$ cat src/rtl/dmem_port_arbiter_if.sv
// Bus bundle for dmem_port_arbiter.
//   cpu_*  : load/store stage request, store data, read data return, stall
//   ext_*  : burst loader request/descriptor, beat handshake, read return, status
//   mem_*  : the single shared data-memory port
// slave  modport: arbiter side.  master modport: environment (CPU, loader, memory).
interface dmem_port_arbiter_if #(
  parameter int unsigned LEN_W = 8
);
  logic             cpu_req;
  logic             cpu_we;
  logic [2:0]       cpu_funct3;
  logic [31:0]      cpu_addr;
  logic [31:0]      cpu_wdata;
  logic [31:0]      cpu_rdata;
  logic             cpu_stall;

  logic             ext_start;
  logic             ext_we;
  logic [31:0]      ext_base;
  logic [LEN_W-1:0] ext_len;
  logic             ext_valid;
  logic [31:0]      ext_wdata;
  logic             ext_ready;
  logic [31:0]      ext_rdata;
  logic             ext_rvalid;
  logic             ext_busy;
  logic             ext_done;

  logic             mem_we;
  logic [2:0]       mem_funct3;
  logic [31:0]      mem_addr;
  logic [31:0]      mem_wdata;
  logic [31:0]      mem_rdata;

  modport slave (
    input  cpu_req, cpu_we, cpu_funct3, cpu_addr, cpu_wdata,
    output cpu_rdata, cpu_stall,
    input  ext_start, ext_we, ext_base, ext_len, ext_valid, ext_wdata,
    output ext_ready, ext_rdata, ext_rvalid, ext_busy, ext_done,
    output mem_we, mem_funct3, mem_addr, mem_wdata,
    input  mem_rdata
  );

  modport master (
    output cpu_req, cpu_we, cpu_funct3, cpu_addr, cpu_wdata,
    input  cpu_rdata, cpu_stall,
    output ext_start, ext_we, ext_base, ext_len, ext_valid, ext_wdata,
    input  ext_ready, ext_rdata, ext_rvalid, ext_busy, ext_done,
    input  mem_we, mem_funct3, mem_addr, mem_wdata,
    output mem_rdata
  );
endinterface

$ cat src/rtl/dmem_port_arbiter.sv
// dmem_port_arbiter: shares one data-memory port between the CPU load/store
// stage and an external burst loader using request/grant at runtime.
//   clk   : rising-edge clock
//   reset : synchronous, active-low
//   bus   : dmem_port_arbiter_if.slave (cpu_*, ext_*, mem_* groups)
// In IDLE the CPU drives the memory port. A loader request is granted when
// the CPU is idle or after MAX_WAIT refused cycles; the burst then owns the
// port (CPU stalled) until its last beat completes.
module dmem_port_arbiter #(
  parameter int unsigned LEN_W    = 8,
  parameter int unsigned WAIT_W   = 4,
  parameter int unsigned MAX_WAIT = 15
) (
  input logic                  clk,
  input logic                  reset,
  dmem_port_arbiter_if.slave   bus
);

  typedef enum logic {
    S_IDLE,
    S_EXT
  } state_t;

  state_t             state_q, state_d;
  logic [LEN_W-1:0]   beat_q, beat_d;
  logic [LEN_W-1:0]   len_q, len_d;
  logic [31:0]        base_q, base_d;
  logic               we_q, we_d;
  logic [WAIT_W-1:0]  wait_q, wait_d;
  logic [31:0]        rdata_q, rdata_d;
  logic               rvalid_q, rvalid_d;
  logic               done_q, done_d;

  logic               mem_we_c;
  logic [2:0]         mem_funct3_c;
  logic [31:0]        mem_addr_c;
  logic [31:0]        mem_wdata_c;
  logic               stall_c;
  logic [31:0]        beat_off;

  always_comb begin
    state_d  = state_q;
    beat_d   = beat_q;
    len_d    = len_q;
    base_d   = base_q;
    we_d     = we_q;
    wait_d   = '0;
    rdata_d  = rdata_q;
    rvalid_d = 1'b0;
    done_d   = 1'b0;

    mem_we_c     = bus.cpu_req & bus.cpu_we;
    mem_funct3_c = bus.cpu_funct3;
    mem_addr_c   = bus.cpu_addr;
    mem_wdata_c  = bus.cpu_wdata;
    stall_c      = 1'b0;
    beat_off     = 32'(beat_q) << 2;

    case (state_q)
      S_IDLE: begin
        if (bus.ext_start) begin
          if (!bus.cpu_req || (wait_q == WAIT_W'(MAX_WAIT))) begin
            // The CPU access of this cycle still goes through; the burst
            // descriptor is captured here and used from the next cycle on.
            base_d = bus.ext_base & ~32'h3;
            len_d  = bus.ext_len;
            we_d   = bus.ext_we;
            beat_d = '0;
            if (bus.ext_len == '0) begin
              done_d = 1'b1;
            end else begin
              state_d = S_EXT;
            end
          end else begin
            wait_d = wait_q + 1'b1;
          end
        end
      end
      S_EXT: begin
        stall_c      = 1'b1;
        mem_funct3_c = 3'b010;
        mem_addr_c   = base_q + beat_off;
        mem_wdata_c  = bus.ext_wdata;
        mem_we_c     = we_q & bus.ext_valid;
        // ext_ready is constant 1 here, so a valid beat always completes.
        if (bus.ext_valid) begin
          beat_d = beat_q + 1'b1;
          if (!we_q) begin
            rdata_d  = bus.mem_rdata;
            rvalid_d = 1'b1;
          end
          if (beat_q == len_q - 1'b1) begin
            state_d = S_IDLE;
            done_d  = 1'b1;
          end
        end
      end
      default: state_d = S_IDLE;
    endcase
  end

  always_ff @(posedge clk) begin
    if (!reset) begin
      state_q  <= S_IDLE;
      beat_q   <= '0;
      len_q    <= '0;
      base_q   <= '0;
      we_q     <= 1'b0;
      wait_q   <= '0;
      rdata_q  <= '0;
      rvalid_q <= 1'b0;
      done_q   <= 1'b0;
    end else begin
      state_q  <= state_d;
      beat_q   <= beat_d;
      len_q    <= len_d;
      base_q   <= base_d;
      we_q     <= we_d;
      wait_q   <= wait_d;
      rdata_q  <= rdata_d;
      rvalid_q <= rvalid_d;
      done_q   <= done_d;
    end
  end

  // Reset gates the write enable and the ownership flags combinationally so
  // an abandoned burst cannot write in the cycle reset is applied.
  assign bus.mem_we     = mem_we_c & reset;
  assign bus.mem_funct3 = mem_funct3_c;
  assign bus.mem_addr   = mem_addr_c;
  assign bus.mem_wdata  = mem_wdata_c;
  assign bus.cpu_rdata  = bus.mem_rdata;
  assign bus.cpu_stall  = stall_c & reset;
  assign bus.ext_busy   = stall_c & reset;
  assign bus.ext_ready  = stall_c & reset;
  assign bus.ext_rdata  = rdata_q;
  assign bus.ext_rvalid = rvalid_q;
  assign bus.ext_done   = done_q;

endmodule

$ cat src/flat_wrapper.sv
// flat-port wrapper written by rule: the top's interface ports become plain ports
module dmem_port_arbiter_flat 
#(
  parameter int unsigned LEN_W    = 8,
  parameter int unsigned WAIT_W   = 4,
  parameter int unsigned MAX_WAIT = 15
)
  (clk, reset, bus_cpu_req, bus_cpu_we, bus_cpu_funct3, bus_cpu_addr, bus_cpu_wdata, bus_cpu_rdata, bus_cpu_stall, bus_ext_start, bus_ext_we, bus_ext_base, bus_ext_len, bus_ext_valid, bus_ext_wdata, bus_ext_ready, bus_ext_rdata, bus_ext_rvalid, bus_ext_busy, bus_ext_done, bus_mem_we, bus_mem_funct3, bus_mem_addr, bus_mem_wdata, bus_mem_rdata);
  dmem_port_arbiter_if #(.LEN_W(LEN_W)) bus_i ();
  input logic clk;
  input logic reset;
  input wire logic [$bits(bus_i.cpu_req)-1:0] bus_cpu_req;
  input wire logic [$bits(bus_i.cpu_we)-1:0] bus_cpu_we;
  input wire logic [$bits(bus_i.cpu_funct3)-1:0] bus_cpu_funct3;
  input wire logic [$bits(bus_i.cpu_addr)-1:0] bus_cpu_addr;
  input wire logic [$bits(bus_i.cpu_wdata)-1:0] bus_cpu_wdata;
  output wire logic [$bits(bus_i.cpu_rdata)-1:0] bus_cpu_rdata;
  output wire logic [$bits(bus_i.cpu_stall)-1:0] bus_cpu_stall;
  input wire logic [$bits(bus_i.ext_start)-1:0] bus_ext_start;
  input wire logic [$bits(bus_i.ext_we)-1:0] bus_ext_we;
  input wire logic [$bits(bus_i.ext_base)-1:0] bus_ext_base;
  input wire logic [$bits(bus_i.ext_len)-1:0] bus_ext_len;
  input wire logic [$bits(bus_i.ext_valid)-1:0] bus_ext_valid;
  input wire logic [$bits(bus_i.ext_wdata)-1:0] bus_ext_wdata;
  output wire logic [$bits(bus_i.ext_ready)-1:0] bus_ext_ready;
  output wire logic [$bits(bus_i.ext_rdata)-1:0] bus_ext_rdata;
  output wire logic [$bits(bus_i.ext_rvalid)-1:0] bus_ext_rvalid;
  output wire logic [$bits(bus_i.ext_busy)-1:0] bus_ext_busy;
  output wire logic [$bits(bus_i.ext_done)-1:0] bus_ext_done;
  output wire logic [$bits(bus_i.mem_we)-1:0] bus_mem_we;
  output wire logic [$bits(bus_i.mem_funct3)-1:0] bus_mem_funct3;
  output wire logic [$bits(bus_i.mem_addr)-1:0] bus_mem_addr;
  output wire logic [$bits(bus_i.mem_wdata)-1:0] bus_mem_wdata;
  input wire logic [$bits(bus_i.mem_rdata)-1:0] bus_mem_rdata;
  assign bus_i.cpu_req = bus_cpu_req;
  assign bus_i.cpu_we = bus_cpu_we;
  assign bus_i.cpu_funct3 = bus_cpu_funct3;
  assign bus_i.cpu_addr = bus_cpu_addr;
  assign bus_i.cpu_wdata = bus_cpu_wdata;
  assign bus_cpu_rdata = bus_i.cpu_rdata;
  assign bus_cpu_stall = bus_i.cpu_stall;
  assign bus_i.ext_start = bus_ext_start;
  assign bus_i.ext_we = bus_ext_we;
  assign bus_i.ext_base = bus_ext_base;
  assign bus_i.ext_len = bus_ext_len;
  assign bus_i.ext_valid = bus_ext_valid;
  assign bus_i.ext_wdata = bus_ext_wdata;
  assign bus_ext_ready = bus_i.ext_ready;
  assign bus_ext_rdata = bus_i.ext_rdata;
  assign bus_ext_rvalid = bus_i.ext_rvalid;
  assign bus_ext_busy = bus_i.ext_busy;
  assign bus_ext_done = bus_i.ext_done;
  assign bus_mem_we = bus_i.mem_we;
  assign bus_mem_funct3 = bus_i.mem_funct3;
  assign bus_mem_addr = bus_i.mem_addr;
  assign bus_mem_wdata = bus_i.mem_wdata;
  assign bus_i.mem_rdata = bus_mem_rdata;
  dmem_port_arbiter #(.LEN_W(LEN_W), .WAIT_W(WAIT_W), .MAX_WAIT(MAX_WAIT)) u_core (.clk(clk), .reset(reset), .bus(bus_i));
endmodule
$ cat config.mk
export PLATFORM = sky130hd
export DESIGN_NAME = dmem_port_arbiter_flat
export DESIGN_NICKNAME = d
export VERILOG_FILES = /design/src/rtl/dmem_port_arbiter_if.sv /design/src/rtl/dmem_port_arbiter.sv /design/src/flat_wrapper.sv
export SDC_FILE = /design/constraint.sdc
export NUM_CORES = 1
export LEC_CHECK = 0
export ABC_CLOCK_PERIOD_IN_PS = 3150
export CORE_AREA = 5 5 118 120
export CTS_BUF_LIST = sky130_fd_sc_hd__clkbuf_4 sky130_fd_sc_hd__clkbuf_8
export CTS_CLUSTER_DIAMETER = 80
export CTS_CLUSTER_SIZE = 30
export DETAILED_ROUTE_END_ITERATION = 10
export DIE_AREA = 0 0 123 125
export DONT_BUFFER_PORTS = 1
export PLACE_DENSITY = 0.66
export SLEW_MARGIN = 20
export SYNTH_ARGS = -nofsm -noshare
export SYNTH_HDL_FRONTEND = slang
export SYNTH_SLANG_ARGS = --single-unit
$ cat constraint.sdc
create_clock -name clk -period 3.15 [get_ports clk]
set_input_delay 0.7875 -clock clk [delete_from_list [all_inputs] [get_ports clk]]
set_output_delay 0.7875 -clock clk [all_outputs]
set_load 0.05 [all_outputs]
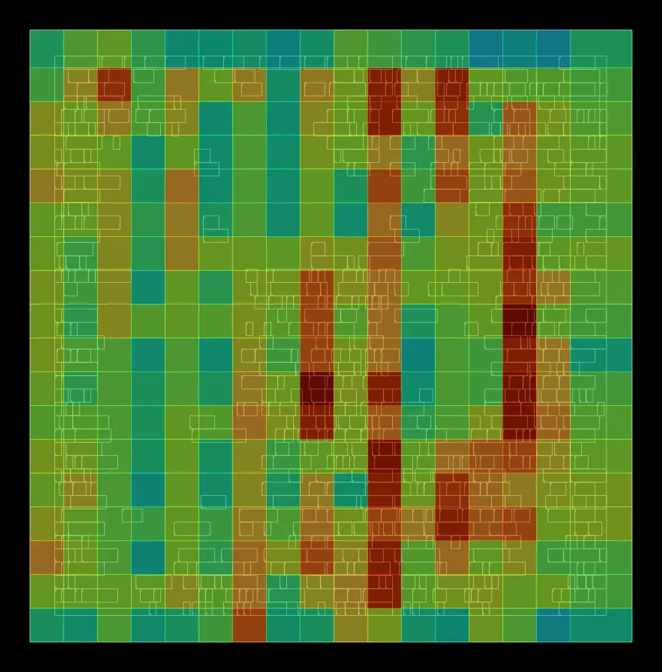
Fig. 1. Routing congestion.
grt peak-use layer: met2
fraction of met2 tracks used by global routing: 33.35%
met3 Usage GRT: 5.827%
met1 routing resource usage after global routing: 20.49%
final cell utilization of the core: 48.43%

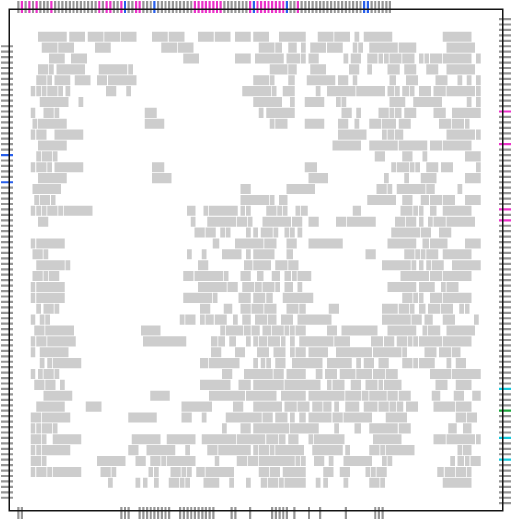
Fig. 2. Ports around the boundary.
Scale: 4 px per µm. Pins as bars across the die edge, other pins in gray.
legend:
  magenta:
    port: bus_ext_wdata
    pins: 32
    direction: input
    edge: 28 top, 4 right
  blue:
    port: bus_ext_len
    pins: 8
    direction: input
    edge: 6 top, 2 left
  cyan:
    port: bus_cpu_funct3
    pins: 3
    direction: input
    edge: right
  green:
    port: bus_cpu_stall
    pins: 1
    direction: output
    edge: right
all pins by edge: 102 top, 90 right, 84 left, 39 bottom
DIE WIDTH: 123 µm
number of buffers added on ports: 0

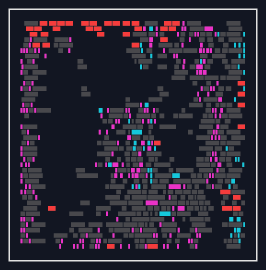
Fig. 3. Selected gate families.
Scale: 2 px per µm.
legend:
  red:
    family: mux cells
    cells: 40
    most_used: mux2_2
    where: widely spread
  cyan:
    family: nor cells
    cells: 51
    most_used: nor2_1
  magenta:
    family: nand cells
    cells: 192
    most_used: nand2_1
    where: widely spread

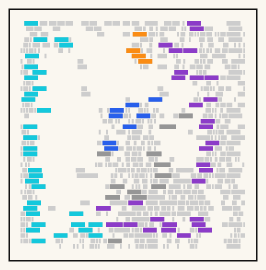
Fig. 4. Sequential cells grouped by signal name.
Scale: 2 px per µm. Other sequential cells in the stronger gray, the rest of the logic in the fainter gray.
legend:
  purple:
    netlist_name: u_core.base_q
    flops: 30
  blue:
    netlist_name: u_core.len_q
    flops: 8
    where: center
  cyan:
    netlist_name: u_core.bus.ext_rdata
    flops: 32
    where: a vertical strip on the left
  orange:
    netlist_name: u_core.wait_q
    flops: 4
    where: top center
not colored: 12

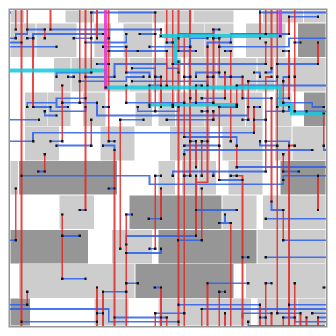
Fig. 5. Zoomed window.
Region (49, 25) to (74, 50) µm. Cells in gray, sequential cells in the stronger gray; small squares are vias.
legend:
  magenta:
    layer: M4
  cyan:
    layer: M3
  red:
    layer: M2
  blue:
    layer: M1
netlist names of flops here include: u_core.beat_q (4), u_core.base_q (1)
cells with their middle in the window: 51
sequential cells in the window: 5

[per-stage QoR]
stage	worst slack [ns]	total power [mW]	instance area, µm²	cells	utilization (%)
3_5_place_dp	0.008326	1.979	5643	792	43.83
2_1_floorplan	0.1117	1.894	5260	650	-
4_1_cts	-0.1899	2.803	6081	817	47.23
6_report	-0.1264	2.780	6235	823	48.43
5_1_grt	-0.2259	2.900	6235	823	48.43
3_3_place_gp	0.05294	1.966	5643	792	43.83
[repair_timing]
action / in CTS / in global routing
pin swaps: 31 / 26
gates cloned: 2 / 0
gates resized: 34 / 24
buffers inserted: 7 / 6
setup endpoints to repair: 22 / 24
[flip-flops by register name, summed over array words and instances (netlist names)]
name and flops:
u_core.base_q 30, u_core.beat_q 8, u_core.bus.ext_done 1, u_core.bus.ext_rdata 32, u_core.bus.ext_rvalid 1, u_core.len_q 8
u_core.state_q 1, u_core.wait_q 4, u_core.we_q 1
[worst paths after layout]
kind	startpoint	end	slack, ns
worst max-delay path	u_core.beat_q[0]$_SDFFE_PN0P_	bus_mem_addr[22]	-0.13
worst min-delay path	u_core.wait_q[0]$_SDFF_PP0_	u_core.wait_q[0]$_SDFF_PP0_	0.46
worst max register to register	u_core.state_q$_SDFF_PN0_	u_core.base_q[13]$_SDFFE_PN0P_	0.88
worst min register to register	u_core.wait_q[0]$_SDFF_PP0_	u_core.wait_q[0]$_SDFF_PP0_	0.46
[layer usage]
layer	share of wire, %	wire length [µm]
met1	37	5656
met2	51	7764
met3	10	1533
met4	2.6	397
met5	0	0
[power by group through the flow]
stage                     clock (mW)  sequential, mW  combinational [mW]
after floorplan                    0            1.22               0.671
after global placement             0            1.24               0.730
after detailed placement           0            1.24               0.741
after CTS                      0.838            1.22               0.750
after global routing           0.888            1.22               0.789
final                          0.811            1.22               0.753
[kinds of logic (layout without fill, tap and decap cells)]
logic type      after synthesis  count (layout)
compound gates              130             132
simple gates                258             258
buf+inv                      78              73
xor+xnor                     46              46
flops                        86              86
fa+ha+maj                    12              12
mux                          40              40
[worst max-delay path: cells and delay by family (launching register included)]
kind | cells | cell delay (ns)
flip-flops | 1 | 0.36
AND/OR/NAND/NOR | 2 | 0.23
XOR/XNOR | 1 | 0.17
adder cells (fa/ha/maj) | 2 | 0.38
buffers and inverters | 1 | 0.15
AND-OR/OR-AND | 3 | 0.82
[placed cells by master, fill, tap and decap left out, types with 14 or more instances in the layout]
cell | netlist | final
sky130_fd_sc_hd__a21boi_0 | 73 | 73
sky130_fd_sc_hd__a21oi_2 | 0 | 22
sky130_fd_sc_hd__buf_12 | 0 | 21
sky130_fd_sc_hd__buf_4 | 35 | 28
sky130_fd_sc_hd__dfxtp_1 | 86 | 73
sky130_fd_sc_hd__mux2_2 | 39 | 36
sky130_fd_sc_hd__nand2_1 | 161 | 161
sky130_fd_sc_hd__nand3_1 | 18 | 14
sky130_fd_sc_hd__nor2_1 | 39 | 37
sky130_fd_sc_hd__xor2_1 | 32 | 32
==> reports/summary.json <==
{
  "row_count": {"value": 42},
  "nFillCells": {"value": 1180},
  "area_growth": {"value": 20.25, "unit": "%"},
  "crit_slowest_cell": {"value": "sky130_fd_sc_hd__dfxtp_2"},
  "number_of_maximum_capacitance_violations": {"value": 0},
  "clk_transition_reported_paths": {"value": 0.10, "unit": "ns"},
  "synthDominantAreaCellType": {"value": "sky130_fd_sc_hd__dfxtp_1"},
  "num-clock-buffers": {"value": 10},
  "drv_slew": {"value": 0},
  "netlist.top_cell.by_instances": {"value": "sky130_fd_sc_hd__nand2_1"},
  "rsz_0062_raised_after_global_routing": {"value": "yes"},
  "ys_cells": {"value": 650},
  "grt-ovfl-total": {"value": 0},
  "post_synth.cell_area_avg": {"value": 7.977, "unit": "µm²"},
  "status": {"value": "complete, but fails checks"},
  "synth.top_cell.area_share": {"value": 33.20, "unit": "%"},
  "seq_power_share": {"value": 43.7, "unit": "%"},
  "chip_area": {"value": 15380, "unit": "µm²"},
  "nNonClkInverters": {"value": 5},
  "grt_start_max_net_pins": {"value": 81},
  "non_clock_buffer_count": {"value": 52},
  "gp_congestion": {"value": 0.8055},
  "ff_latch_area": {"value": 1748, "unit": "µm²"},
  "syn_area": {"value": 5185, "unit": "µm²"},
  "final.setup_skew": {"value": 0.009377, "unit": "ns"},
  "critical_path.startpoint_type": {"value": "flip-flop"},
  "cpPeakStageDelay": {"value": 0.36, "unit": "ns"},
  "power.switching": {"value": 0.9955, "unit": "mW"},
  "final_critical_path_setup_slack": {"value": -0.1264, "unit": "ns"},
  "area.share.combinational": {"value": 54.16, "unit": "%"},
  "numSynthFlops": {"value": 86},
  "signal_buffer_area_fraction": {"value": 10.66, "unit": "%"},
  "peakVddDrop": {"value": 191.5, "unit": "µV"},
  "timing_worst_slew_pin_value": {"value": 0.6230, "unit": "ns"},
  "wirelength": {"value": 15.35, "unit": "mm"},
  "power.share.clock": {"value": 29.2, "unit": "%"},
  "hpwl": {"value": 11.50, "unit": "mm"},
  "clk_latency": {"value": 0.36, "unit": "ns"},
  "crit_path_class": {"value": "reg -> out"},
  "timing.critical_path.cells": {"value": "ha_4 > fa_2 > nand3_4 > a211oi_4 > o2111a_2 > nand4_1 > xor2_1 > a21oi_2 > buf_12"},
  "drt_first_iter_violations": {"value": 154},
  "ff_type": {"value": "sky130_fd_sc_hd__dfxtp_1"},
  "ys_area": {"value": 5185, "unit": "µm²"},
  "simple_gate_area_share": {"value": 21.62, "unit": "%"},
  "worst_path_arrival": {"value": 2.49, "unit": "ns"},
  "cts_buffer_depth": {"value": 2},
  "grt_usage": {"value": 18.63, "unit": "%"},
  "ant_nets": {"value": 0},
  "final.min_clock_period": {"value": 3.276, "unit": "ns"},
  "ys_types": {"value": 45},
  "cts_max_level": {"value": 3},
  "p_int": {"value": 1.784, "unit": "mW"},
  "core_ar": {"value": 12870, "unit": "µm²"},
  "fin_setup_tns": {"value": -1.355, "unit": "ns"},
  "yosys-mux-area-fraction": {"value": 8.663, "unit": "%"},
  "comb_cells": {"value": 488},
  "postSynthNetCount": {"value": 840},
  "drcViolationCount": {"value": 0},
  "synth-edff-count": {"value": 0},
  "period_used_share": {"value": 104.0, "unit": "%"},
  "hold-worst-slack": {"value": 0.4623, "unit": "ns"},
  "clock_cell_area_share": {"value": 3.311, "unit": "%"},
  "design.seq.count": {"value": 86},
  "drt-pass1-iter-count": {"value": 5},
  "floorplanUtilization": {"value": 40.27, "unit": "%"},
  "p_sw_share": {"value": 35.81, "unit": "%"},
  "setup_viol": {"value": 21},
  "end_kind": {"value": "primary output"},
  "violations": {"value": "setup timing"},
  "design.portCount": {"value": 315},
  "r2r.worst_path.cells": {"value": 6}
}
No activity file was given, so power comes from the tool's default toggle rates.
